<file path="config.mk">
export PLATFORM = sky130hd
export DESIGN_NAME = imm_extend_pipe_flat
export DESIGN_NICKNAME = d
export VERILOG_FILES = /design/src/rtl/imm_extend_pipe_if.sv /design/src/rtl/imm_extend_pipe.sv /design/src/flat_wrapper.sv
export SDC_FILE = /design/constraint.sdc
export NUM_CORES = 1
export LEC_CHECK = 0
export CORE_MARGIN = 2
export CORE_UTILIZATION = 55
export CTS_BUF_LIST = sky130_fd_sc_hd__clkbuf_4
export CTS_CLUSTER_SIZE = 30
export DETAILED_ROUTE_END_ITERATION = 7
export DONT_BUFFER_PORTS = 1
export MAX_ROUTING_LAYER = met4
export PLACE_DENSITY = 0.81
export SLEW_MARGIN = 20
export SYNTH_ARGS = -nofsm -noshare
export SYNTH_HDL_FRONTEND = slang
export SYNTH_SLANG_ARGS = --single-unit
</file>
<file path="constraint.sdc">
create_clock -name clk -period 4.5 [get_ports clk]
set_input_delay 1.35 -clock clk [delete_from_list [all_inputs] [get_ports clk]]
set_output_delay 1.35 -clock clk [all_outputs]
set_load 0.02 [all_outputs]
</file>
<file path="src/rtl/imm_extend_pipe_if.sv">
// rtl/imm_extend_pipe_if.sv - instruction-in / immediate-out stream bundle for imm_extend_pipe
// master drives instruction words and out_ready; slave is the immediate stage.
interface imm_extend_pipe_if #(
  parameter int XLEN = 32
);
  logic            in_valid;
  logic            in_ready;
  logic [31:0]     in_instr;
  logic [2:0]      imm_src;
  logic            out_valid;
  logic            out_ready;
  logic [XLEN-1:0] out_imm;
  logic [2:0]      out_type;
  logic            out_err;

  modport master (
    output in_valid, in_instr, imm_src, out_ready,
    input  in_ready, out_valid, out_imm, out_type, out_err
  );

  modport slave (
    input  in_valid, in_instr, imm_src, out_ready,
    output in_ready, out_valid, out_imm, out_type, out_err
  );
endinterface

</file>
<file path="src/rtl/imm_extend_pipe.sv">
// rtl/imm_extend_pipe.sv - registered RV32/RV64 immediate generator with 2-entry skid buffer
// Optional macro IMM_ERR_EN: registers an out_err flag that travels with each illegal word.
module imm_extend_pipe #(
  parameter int XLEN        = 32,
  parameter int AUTO_DECODE = 0
) (
  input  logic              clk,
  input  logic              rst,
  imm_extend_pipe_if.slave  bus
);

  localparam logic [2:0] T_I    = 3'b000;
  localparam logic [2:0] T_S    = 3'b001;
  localparam logic [2:0] T_B    = 3'b010;
  localparam logic [2:0] T_J    = 3'b011;
  localparam logic [2:0] T_U    = 3'b100;
  localparam logic [2:0] T_Z    = 3'b101;
  localparam logic [2:0] T_NONE = 3'b111;

  logic [31:0]     instr;
  logic [6:0]      opcode;
  logic            sgn;
  logic [2:0]      dec_type;
  logic [2:0]      cur_type;
  logic [XLEN-1:0] cur_imm;

  logic            out_valid_q;
  logic [XLEN-1:0] out_imm_q;
  logic [2:0]      out_type_q;
  logic            skid_valid_q;
  logic [XLEN-1:0] skid_imm_q;
  logic [2:0]      skid_type_q;

  logic            in_fire;
  logic            out_free;

  assign instr  = bus.in_instr;
  assign opcode = instr[6:0];
  assign sgn    = instr[31];

  always_comb begin
    dec_type = T_NONE;
    case (opcode)
      7'b0010011, 7'b0000011, 7'b1100111: dec_type = T_I;
      7'b0100011:                         dec_type = T_S;
      7'b1100011:                         dec_type = T_B;
      7'b1101111:                         dec_type = T_J;
      7'b0110111, 7'b0010111:             dec_type = T_U;
      7'b1110011:                         dec_type = instr[14] ? T_Z : T_I;
      default:                            dec_type = T_NONE;
    endcase
  end

  // Selector codes 110/111 collapse onto the illegal type.
  always_comb begin
    cur_type = T_NONE;
    if (AUTO_DECODE != 0) begin
      cur_type = dec_type;
    end else if (bus.imm_src <= T_Z) begin
      cur_type = bus.imm_src;
    end
  end

  always_comb begin
    cur_imm = '0;
    case (cur_type)
      T_I: cur_imm = {{(XLEN-12){sgn}}, instr[31:20]};
      T_S: cur_imm = {{(XLEN-12){sgn}}, instr[31:25], instr[11:7]};
      T_B: cur_imm = {{(XLEN-12){sgn}}, instr[7], instr[30:25], instr[11:8], 1'b0};
      T_J: cur_imm = {{(XLEN-20){sgn}}, instr[19:12], instr[20], instr[30:21], 1'b0};
      T_U: cur_imm = XLEN'($signed({instr[31:12], 12'b0}));
      T_Z: cur_imm = {{(XLEN-5){1'b0}}, instr[19:15]};
      default: cur_imm = '0;
    endcase
  end

  // in_ready comes straight from the skid flop, so out_ready never reaches it.
  assign in_fire  = bus.in_valid && !skid_valid_q;
  assign out_free = !out_valid_q || bus.out_ready;

  always_ff @(posedge clk) begin
    if (rst) begin
      out_valid_q  <= 1'b0;
      out_imm_q    <= '0;
      out_type_q   <= T_NONE;
      skid_valid_q <= 1'b0;
      skid_imm_q   <= '0;
      skid_type_q  <= T_NONE;
    end else if (skid_valid_q) begin
      if (bus.out_ready) begin
        out_imm_q    <= skid_imm_q;
        out_type_q   <= skid_type_q;
        skid_valid_q <= 1'b0;
      end
    end else if (in_fire) begin
      if (out_free) begin
        out_valid_q <= 1'b1;
        out_imm_q   <= cur_imm;
        out_type_q  <= cur_type;
      end else begin
        skid_valid_q <= 1'b1;
        skid_imm_q   <= cur_imm;
        skid_type_q  <= cur_type;
      end
    end else if (bus.out_ready) begin
      out_valid_q <= 1'b0;
    end
  end

`ifdef IMM_ERR_EN
  logic cur_err;
  logic out_err_q;
  logic skid_err_q;

  assign cur_err = (cur_type == T_NONE);

  // Mirrors the payload moves above so the flag stays attached to its word.
  always_ff @(posedge clk) begin
    if (rst) begin
      out_err_q  <= 1'b0;
      skid_err_q <= 1'b0;
    end else if (skid_valid_q) begin
      if (bus.out_ready) begin
        out_err_q <= skid_err_q;
      end
    end else if (in_fire) begin
      if (out_free) begin
        out_err_q <= cur_err;
      end else begin
        skid_err_q <= cur_err;
      end
    end
  end

  assign bus.out_err = out_err_q;
`else
  assign bus.out_err = 1'b0;
`endif

  assign bus.in_ready  = !skid_valid_q;
  assign bus.out_valid = out_valid_q;
  assign bus.out_imm   = out_imm_q;
  assign bus.out_type  = out_type_q;

endmodule
</file>
<file path="src/flat_wrapper.sv">
// flat-port wrapper written by rule: the top's interface ports become plain ports
module imm_extend_pipe_flat 
#(
  parameter int XLEN        = 32,
  parameter int AUTO_DECODE = 0
)
  (clk, rst, bus_in_valid, bus_in_instr, bus_imm_src, bus_out_ready, bus_in_ready, bus_out_valid, bus_out_imm, bus_out_type, bus_out_err);
  imm_extend_pipe_if #(.XLEN(XLEN)) bus_i ();
  input  logic clk;
  input  logic rst;
  input wire logic [$bits(bus_i.in_valid)-1:0] bus_in_valid;
  input wire logic [$bits(bus_i.in_instr)-1:0] bus_in_instr;
  input wire logic [$bits(bus_i.imm_src)-1:0] bus_imm_src;
  input wire logic [$bits(bus_i.out_ready)-1:0] bus_out_ready;
  output wire logic [$bits(bus_i.in_ready)-1:0] bus_in_ready;
  output wire logic [$bits(bus_i.out_valid)-1:0] bus_out_valid;
  output wire logic [$bits(bus_i.out_imm)-1:0] bus_out_imm;
  output wire logic [$bits(bus_i.out_type)-1:0] bus_out_type;
  output wire logic [$bits(bus_i.out_err)-1:0] bus_out_err;
  assign bus_i.in_valid = bus_in_valid;
  assign bus_i.in_instr = bus_in_instr;
  assign bus_i.imm_src = bus_imm_src;
  assign bus_i.out_ready = bus_out_ready;
  assign bus_in_ready = bus_i.in_ready;
  assign bus_out_valid = bus_i.out_valid;
  assign bus_out_imm = bus_i.out_imm;
  assign bus_out_type = bus_i.out_type;
  assign bus_out_err = bus_i.out_err;
  imm_extend_pipe #(.XLEN(XLEN), .AUTO_DECODE(AUTO_DECODE)) u_core (.clk(clk), .rst(rst), .bus(bus_i));
endmodule
</file>
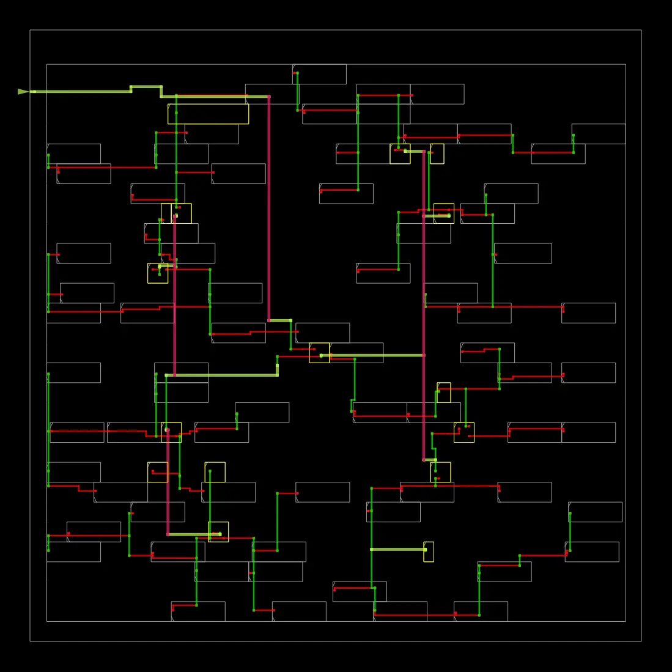
**Above:** run 1 (clock wiring as the flow saved it).
Clock Skews: 0.007145 ns
CTS Buf Count: 9
clk latency late pin: 0.41 ns
clk_buf instances: 11

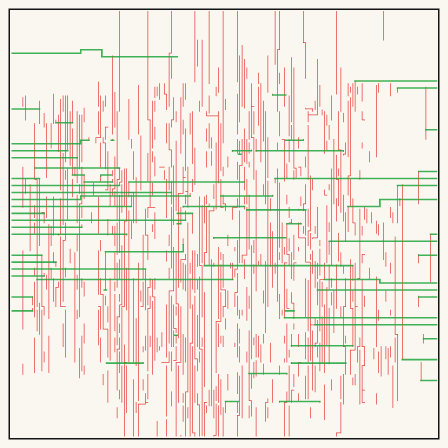
**Above:** run 1 (wiring by layer).
Only two layers are drawn.
legend:
  met3:
    color: green
    wire_length: 818 µm
  met2:
    color: red
    wire_length: 3,950 µm
drt wl/cell: 18.11 µm
GRT Total Usage: 25.27%
WL final: 8.440 mm
routed vias: 2,973

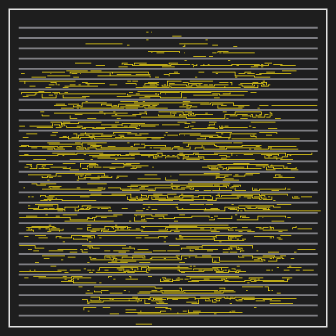
**Above:** run 1 (met1 routing).
Supply wires on this layer in gray.
share of all routed wire: 41%
wire length on this layer: 3,490 µm
main direction: horizontal
longest straight run: 29.0 µm
GR Util met1: 31.87%

==> results.yml, run 1 <==
# physical design summary
run_status:
  outcome: "complete, no violations"
critical_path:
  worstPathMaxFanout: 17
  timing.critical_path.buf_inv: 1
  timing.rr.end: "u_core.bus.out_type[0]"
  crit_family: "buffers and inverters"
  rrSetupSlack_ns: 2.15
  crit_chain: "inv_1"
  crit_required_ns: 3.15
  end_kind: "output pin"
  r2r-start: "u_core.skid_valid_q"
  path_class: "flop to output pin"
  cp.depth: 1
  cpMaxStageDelayCell: "inv_1"
  r2r_cells: 6
  crit_path_start_kind: "flop"
  worstPathArrival_ns: 1.30
  endpoint: "bus_in_ready"
  startpoint: "u_core.skid_valid_q"
  max_stage_delay_ns: 0.56
die:
  std_cell_rows: 28
  core-area_um2: 6026
  die_y_um: 83.57
  dieArea_um2: 6984
  die_w_um: 83.57
  fp_util_pct: 57.79
  ioPinCount: 77
final_timing:
  rsz0062_at_grt: "no"
  maxSlewViolCount: 0
  min_period_ns: 2.647
  layout_setup_ws_ns: 1.853
  fmax_mhz: 377.8
  hold_slack_ns: 0.4650
  final_hold_viol_count: 0
  slew_headroom_pct: 41.49
  tightest_slew_ns: 0.8759
  setup_viol_count_final: 0
  finalSetupTns_ns: 0
  fin_crit_sh_pct: 58.82
synthesis:
  ys_cells: 417
  synth_top_cell_by_area: "dfxtp_1"
  synth_cell_type_count: 46
  ys_seq_share_pct: 41.39
  area_leaders: "dfxtp_1, nor2_1, a21oi_1"
  syn_inst: 417
  syn_nets: 456
  synth_flops: 72
  synth_area_um2: 3482
  top_area_share_pct: 41.39
  yosys_warnings: 0
  avgSynthCellArea_um2: 8.350
  ys_chip_area_um2: 3482
finish:
  drive_gt1_share_pct: 7.417
  finalInstanceArea_um2: 3538
  diodes: 0
  mostFrequentLayoutCells: "dfxtp_1, nor2_1, a21oi_1, nand2_1, nor3_1"
  layout_top_cell: "dfxtp_1"
  fin_nets: 425
  area_growth_pct: 1.617
  fin_cells: 466
placement:
  dpl_cell_area_um2: 3407
  dp_hpwl_mm: 5.479
  place.gp.congestion: 0.8107
  port-buffer-count: 0
  dp_slack_ns: 1.668
  dpl.cell_count: 450
power_and_ir_drop:
  p_per_area_nw_per_um2: 355.2
  peakVddDrop_uv: 180.6
  p_leak_nw: 1.203
clock_network:
  cts.sinks: 72
  clk_pin_slew_ns: 0.11
  root_buffer: "clkbuf_4"
  htree_levels: 3
  tritoncts: "done"
  cts_buffer_depth: 2
  cts.repair.resized: 0
  ctsHoldBuffers: 0
  postCtsSetupBuffers: 0
global_routing:
  grt_pass1_vias: 2800
  grt_pass1_wl_mm: 14.05
  grt_max_degree: 76
  antenna_found_initial: 0
  grt-ovfl-total: 0
routing:
  vias_per_cell: 6.380
  first_pass_iters: 4
  route.detailed.drc: 0
  detail-route-antenna-nets: 0
  drtIter0Drc: 201
worst_hold_path:
  hold_path_class: "flop to flop"
  holdCritStartpoint: "u_core.skid_imm_q[7]"
run:
  warnings: 33
  drv_cap: 0
[run 1: cells by family (layout without fill, tap and decap cells)]
kind of cell | count (synthesis) | in the layout | synth area share, %
other cells | 1 | 1 | 0.1077
xor+xnor | 1 | 1 | 0.7906
compound gates | 113 | 113 | 21.92
flops | 72 | 72 | 41.39
mux | 7 | 7 | 2.012
buf+inv | 49 | 23 | 6.252
simple gates | 174 | 174 | 27.52
[run 1: synthesized netlist by cell type (all sizes together)]
cell type / count
dfxtp: 72
nor2: 51
a21oi: 36
nand2: 29
clkbuf: 25
nor3: 23
buf: 21
a211oi: 17
o211ai: 15
a211o: 11
a31oi: 11
nand3b: 9
nand2b: 8
nand4b: 8
or3: 8
mux2i: 7
nand3: 7
nand4: 7
nand4bb: 7
nor3b: 7
o21ai: 7
a311oi: 5
or2: 4
inv: 3
a2111oi: 2
a22oi: 2
nor2b: 2
o21bai: 2
or3b: 2
a221oi: 1
and4bb: 1
conb: 1
o21a: 1
o22a: 1
o22ai: 1
o31ai: 1
or4bb: 1
xor2: 1
[run 1: layout make-up]
| cell class | count | area [µm²] |
|---|---|---|
| tap | 75 | 93.84 |
| timing repair buffer | 4 | 30.03 |
| multi-input combinational | 296 | 1831 |
| sequential | 72 | 1443 |
| clock buffer | 11 | 82.58 |
| fill | 554 | 2487 |
| clock inverter | 5 | 47.55 |
| inverter | 3 | 11.26 |
[run 1: power breakdown]
part / internal (mW) / switching, mW
logic: 0.0618 / 0.0778
clock network: 0.177 / 0.218
registers: 0.672 / 0.0501
[run 1: stage by stage]
stage	total power [mW]	util, %
floorplan	0.8697	-
global placement	0.8726	56.54
detailed placement	0.8777	56.54
CTS	1.265	58.70
global route	1.311	58.72
finish	1.257	58.72
[run 1: worst min path at each step]
stage / endpoint / cells after the start
after CTS: u_core.skid_imm_q[7] / 2
after detailed placement: u_core.skid_imm_q[7] / 2
after global routing: u_core.skid_imm_q[8] / 2
after floorplan: u_core.skid_type_q[0] / 1
final: u_core.skid_imm_q[7] / 2
after global placement: u_core.skid_imm_q[8] / 2
[run 1: registers in the layout (all words and copies together), names as in the netlist]
register              flops
u_core.bus.out_type       3
u_core.bus.out_valid      1
u_core.skid_valid_q       1
u_core.skid_type_q        3
u_core.skid_imm_q        32
u_core.bus.out_imm       32
[run 1: layer usage]
metal | GRT usage [%] | up-vias | routed length [µm]
met3 | 8.803 | 15 | 818
met5 | - | - | 0
met2 | 36.87 | 93 | 3949
met1 | 31.87 | 1412 | 3494
li1 | - | 1453 | -
met4 | 10.56 | 0 | 178
**Run 1: a small window of the routed layout**

Scale bar: 10 µm. Window x 27 to 57, y 27 to 57 µm. Cells in gray, sequential cells in the stronger gray; small squares are vias.
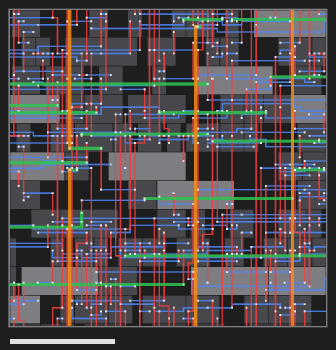

==> run 2: changes to the inputs <==
Clock period 4.5 ns to 2.51 ns, I/O delays scaled along.
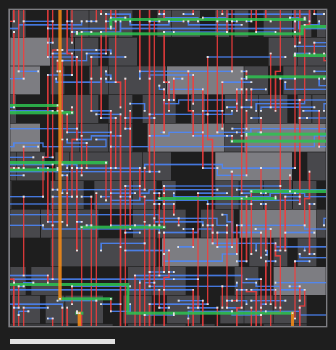
**Above:** run 2 (a small window of the routed layout).
Scale bar: 10 µm. Window x 27 to 57, y 27 to 57 µm. Cells in gray, sequential cells in the stronger gray; small squares are vias.
legend:
  met4:
    color: orange
  met1:
    color: blue
  met2:
    color: red
  met3:
    color: green
most frequent: nor2_1 (10), buf_4 (8), dfxtp_1 (7)
cells with their middle in the window: 75
sequential cells in the window: 8
netlist names of flops here include: `u_core.bus.out_imm` (4), `u_core.skid_imm_q` (3)

==> results.yml, run 2 <==
# physical design summary
placement:
  place.gp.congestion: 0.8037
  dpl.cell_count: 458
  dp_slack_ns: 0.6391
  dp_hpwl_mm: 5.428
  dpl_cell_area_um2: 3480
  port-buffer-count: 0
synthesis:
  ys_chip_area_um2: 3482
  top_cell: "dfxtp_1"
  common_cells: "dfxtp_1, nor2_1, a21oi_1"
  flop_cell: "dfxtp_1"
  syn_inst: 417
  synth_cell_type_count: 46
  area_leaders: "dfxtp_1, nor2_1, a21oi_1"
  synth_top_cell_by_area: "dfxtp_1"
  top_area_share_pct: 41.39
  synth_area_um2: 3482
  async_flop_share_pct: 0
  ys_cells: 417
  synth_flops: 72
  syn_nets: 456
  edf_count: 0
  ys_seq_share_pct: 41.39
  avgSynthCellArea_um2: 8.350
  yosys_warnings: 0
clock_network:
  insertion_delay_ns: 0.41
  numCtsBuffers: 9
  root_buffer: "clkbuf_4"
  ctsHoldBuffers: 0
  cts.repair.resized: 0
  clk_pin_slew_ns: 0.12
  postCtsSetupBuffers: 0
  htree_levels: 3
  tritoncts: "done"
  cts.sinks: 72
  cts_buffer_depth: 2
routing:
  detail-route-antenna-nets: 0
  wl_per_cell_um: 17.77
  vias: 2994
  drt_wl_total_mm: 8.424
  drtIter0Drc: 294
  route.detailed.drc: 0
  vias_per_cell: 6.316
  first_pass_iters: 4
critical_path:
  crit_required_ns: 1.76
  crit_chain: "inv_1"
  cp.depth: 1
  end_kind: "output pin"
  startpoint: "u_core.skid_valid_q"
  worstPathMaxFanout: 17
  timing.critical_path.buf_inv: 1
  cpMaxStageDelayCell: "inv_1"
  r2r-start: "u_core.bus.out_valid"
  endpoint: "bus_in_ready"
  crit_path_start_kind: "flop"
  path_class: "flop to output pin"
  rrSetupSlack_ns: 0.87
  crit_family: "buffers and inverters"
  max_stage_delay_ns: 0.58
  r2r_cells: 4
  worstPathArrival_ns: 1.37
  timing.rr.end: "u_core.skid_imm_q[27]"
power_and_ir_drop:
  p_per_area_nw_per_um2: 674.8
  power.share.sequential_pct: 52.4
  switching_share_pct: 26.19
  p_int_mw: 1.822
  p_leak_nw: 1.261
  p_sw_mw: 0.6463
  power.total_mw: 2.468
  p_clk_share_pct: 36.9
  p_comb_share_pct: 10.7
  peakVddDrop_uv: 427.7
worst_hold_path:
  hold_path_class: "input pin to flop"
finish:
  nFillCells: 529
  mostFrequentLayoutCells: "dfxtp_1, nor2_1, a21oi_1, nand2_1, nor3_1"
  fin_cells: 474
  area_growth_pct: 5.031
  finalInstanceArea_um2: 3657
  layout_top_cell: "dfxtp_1"
  post-route-util_pct: 60.69
  drive_gt1_share_pct: 9.023
  diodes: 0
  fin_nets: 433
die:
  fp_util_pct: 57.79
  std_cell_rows: 28
  core-area_um2: 6026
  die_y_um: 83.57
  ioPinCount: 77
  die_w_um: 83.57
  dieArea_um2: 6984
run:
  drv_cap: 0
  warnings: 33
final_timing:
  layout_setup_ws_ns: 0.3907
  hold_slack_ns: 0.4014
  finalSetupTns_ns: 0
  setup_viol_count_final: 0
  rsz0062_at_grt: "no"
  final_hold_viol_count: 0
  fin_skew_ns: 0.01149
  fmax_mhz: 471.9
  min_period_ns: 2.119
  fin_crit_sh_pct: 84.43
  slew_headroom_pct: 48.60
  maxSlewViolCount: 0
  tightest_slew_ns: 0.7702
global_routing:
  antenna_found_initial: 0
  grt_pass1_wl_mm: 14.05
  grt_max_degree: 76
  grt_pass1_vias: 2844
  grtUsageTotal_pct: 25.24
  grt-ovfl-total: 0
run_status:
  outcome: "complete, no violations"
-- run 2: cell counts after synthesis --
Identical to the previous run, type by type.
-- run 2: worst min path at each step --
stage,start,end,slack [ns],cells past startpoint
3_5_place_dp,u_core.skid_imm_q[6],u_core.skid_imm_q[6],0.44,2
3_3_place_gp,u_core.skid_imm_q[8],u_core.skid_imm_q[8],0.44,2
2_1_floorplan,u_core.skid_type_q[0],u_core.skid_type_q[0],0.44,1
4_1_cts,rst,u_core.skid_imm_q[9],0.38,1
5_1_grt,rst,u_core.skid_imm_q[0],0.36,1
6_report,rst,u_core.bus.out_imm[31],0.40,1
-- run 2: per-layer routing --
metal / track usage [%] / up-vias / share of wire (%)
li1: - / 1476 / -
met1: 32.61 / 1411 / 43
met2: 36.87 / 94 / 46
met3: 9.397 / 13 / 9.7
met4: 7.771 / 0 / 1.6
met5: - / - / 0
-- run 2: final cells by class --
cell class / instances / area (µm²) / share of cell area (%)
Tap cell: 75 / 93.84 / 2.566
Clock buffer: 9 / 67.56 / 1.847
Multi-Input combinational cell: 296 / 1829 / 50.02
Clock inverter: 7 / 110.1 / 3.011
Timing Repair Buffer: 12 / 102.6 / 2.805
Sequential cell: 72 / 1443 / 39.45
Inverter: 3 / 11.26 / 0.3079
-- run 2: power by group through the flow --
stage / clock (mW) / combinational [mW] / sequential, mW
floorplan: 0 / 0.250 / 1.31
global placement: 0 / 0.257 / 1.32
global route: 0.964 / 0.297 / 1.30
detailed placement: 0 / 0.263 / 1.32
finish: 0.911 / 0.263 / 1.29
CTS: 0.920 / 0.264 / 1.30
-- run 2: kinds of logic (layout without fill, tap and decap cells) --
kind of cell / after synthesis / count (layout) / synth area share, %
simple gates: 174 / 174 / 27.52
compound gates: 113 / 113 / 21.92
flops: 72 / 72 / 41.39
buf+inv: 49 / 31 / 6.252
mux: 7 / 7 / 2.012
other cells: 1 / 1 / 0.1077
xor+xnor: 1 / 1 / 0.7906
-- run 2: worst register-to-register path, stage by stage (launching register included) --
cell and delay, ns:
dfxtp_1 0.53, and4bb_2 0.49, nand2b_1 0.25, a21oi_1 0.18, nor3_1 0.08
No activity file was given, so power comes from the tool's default toggle rates.
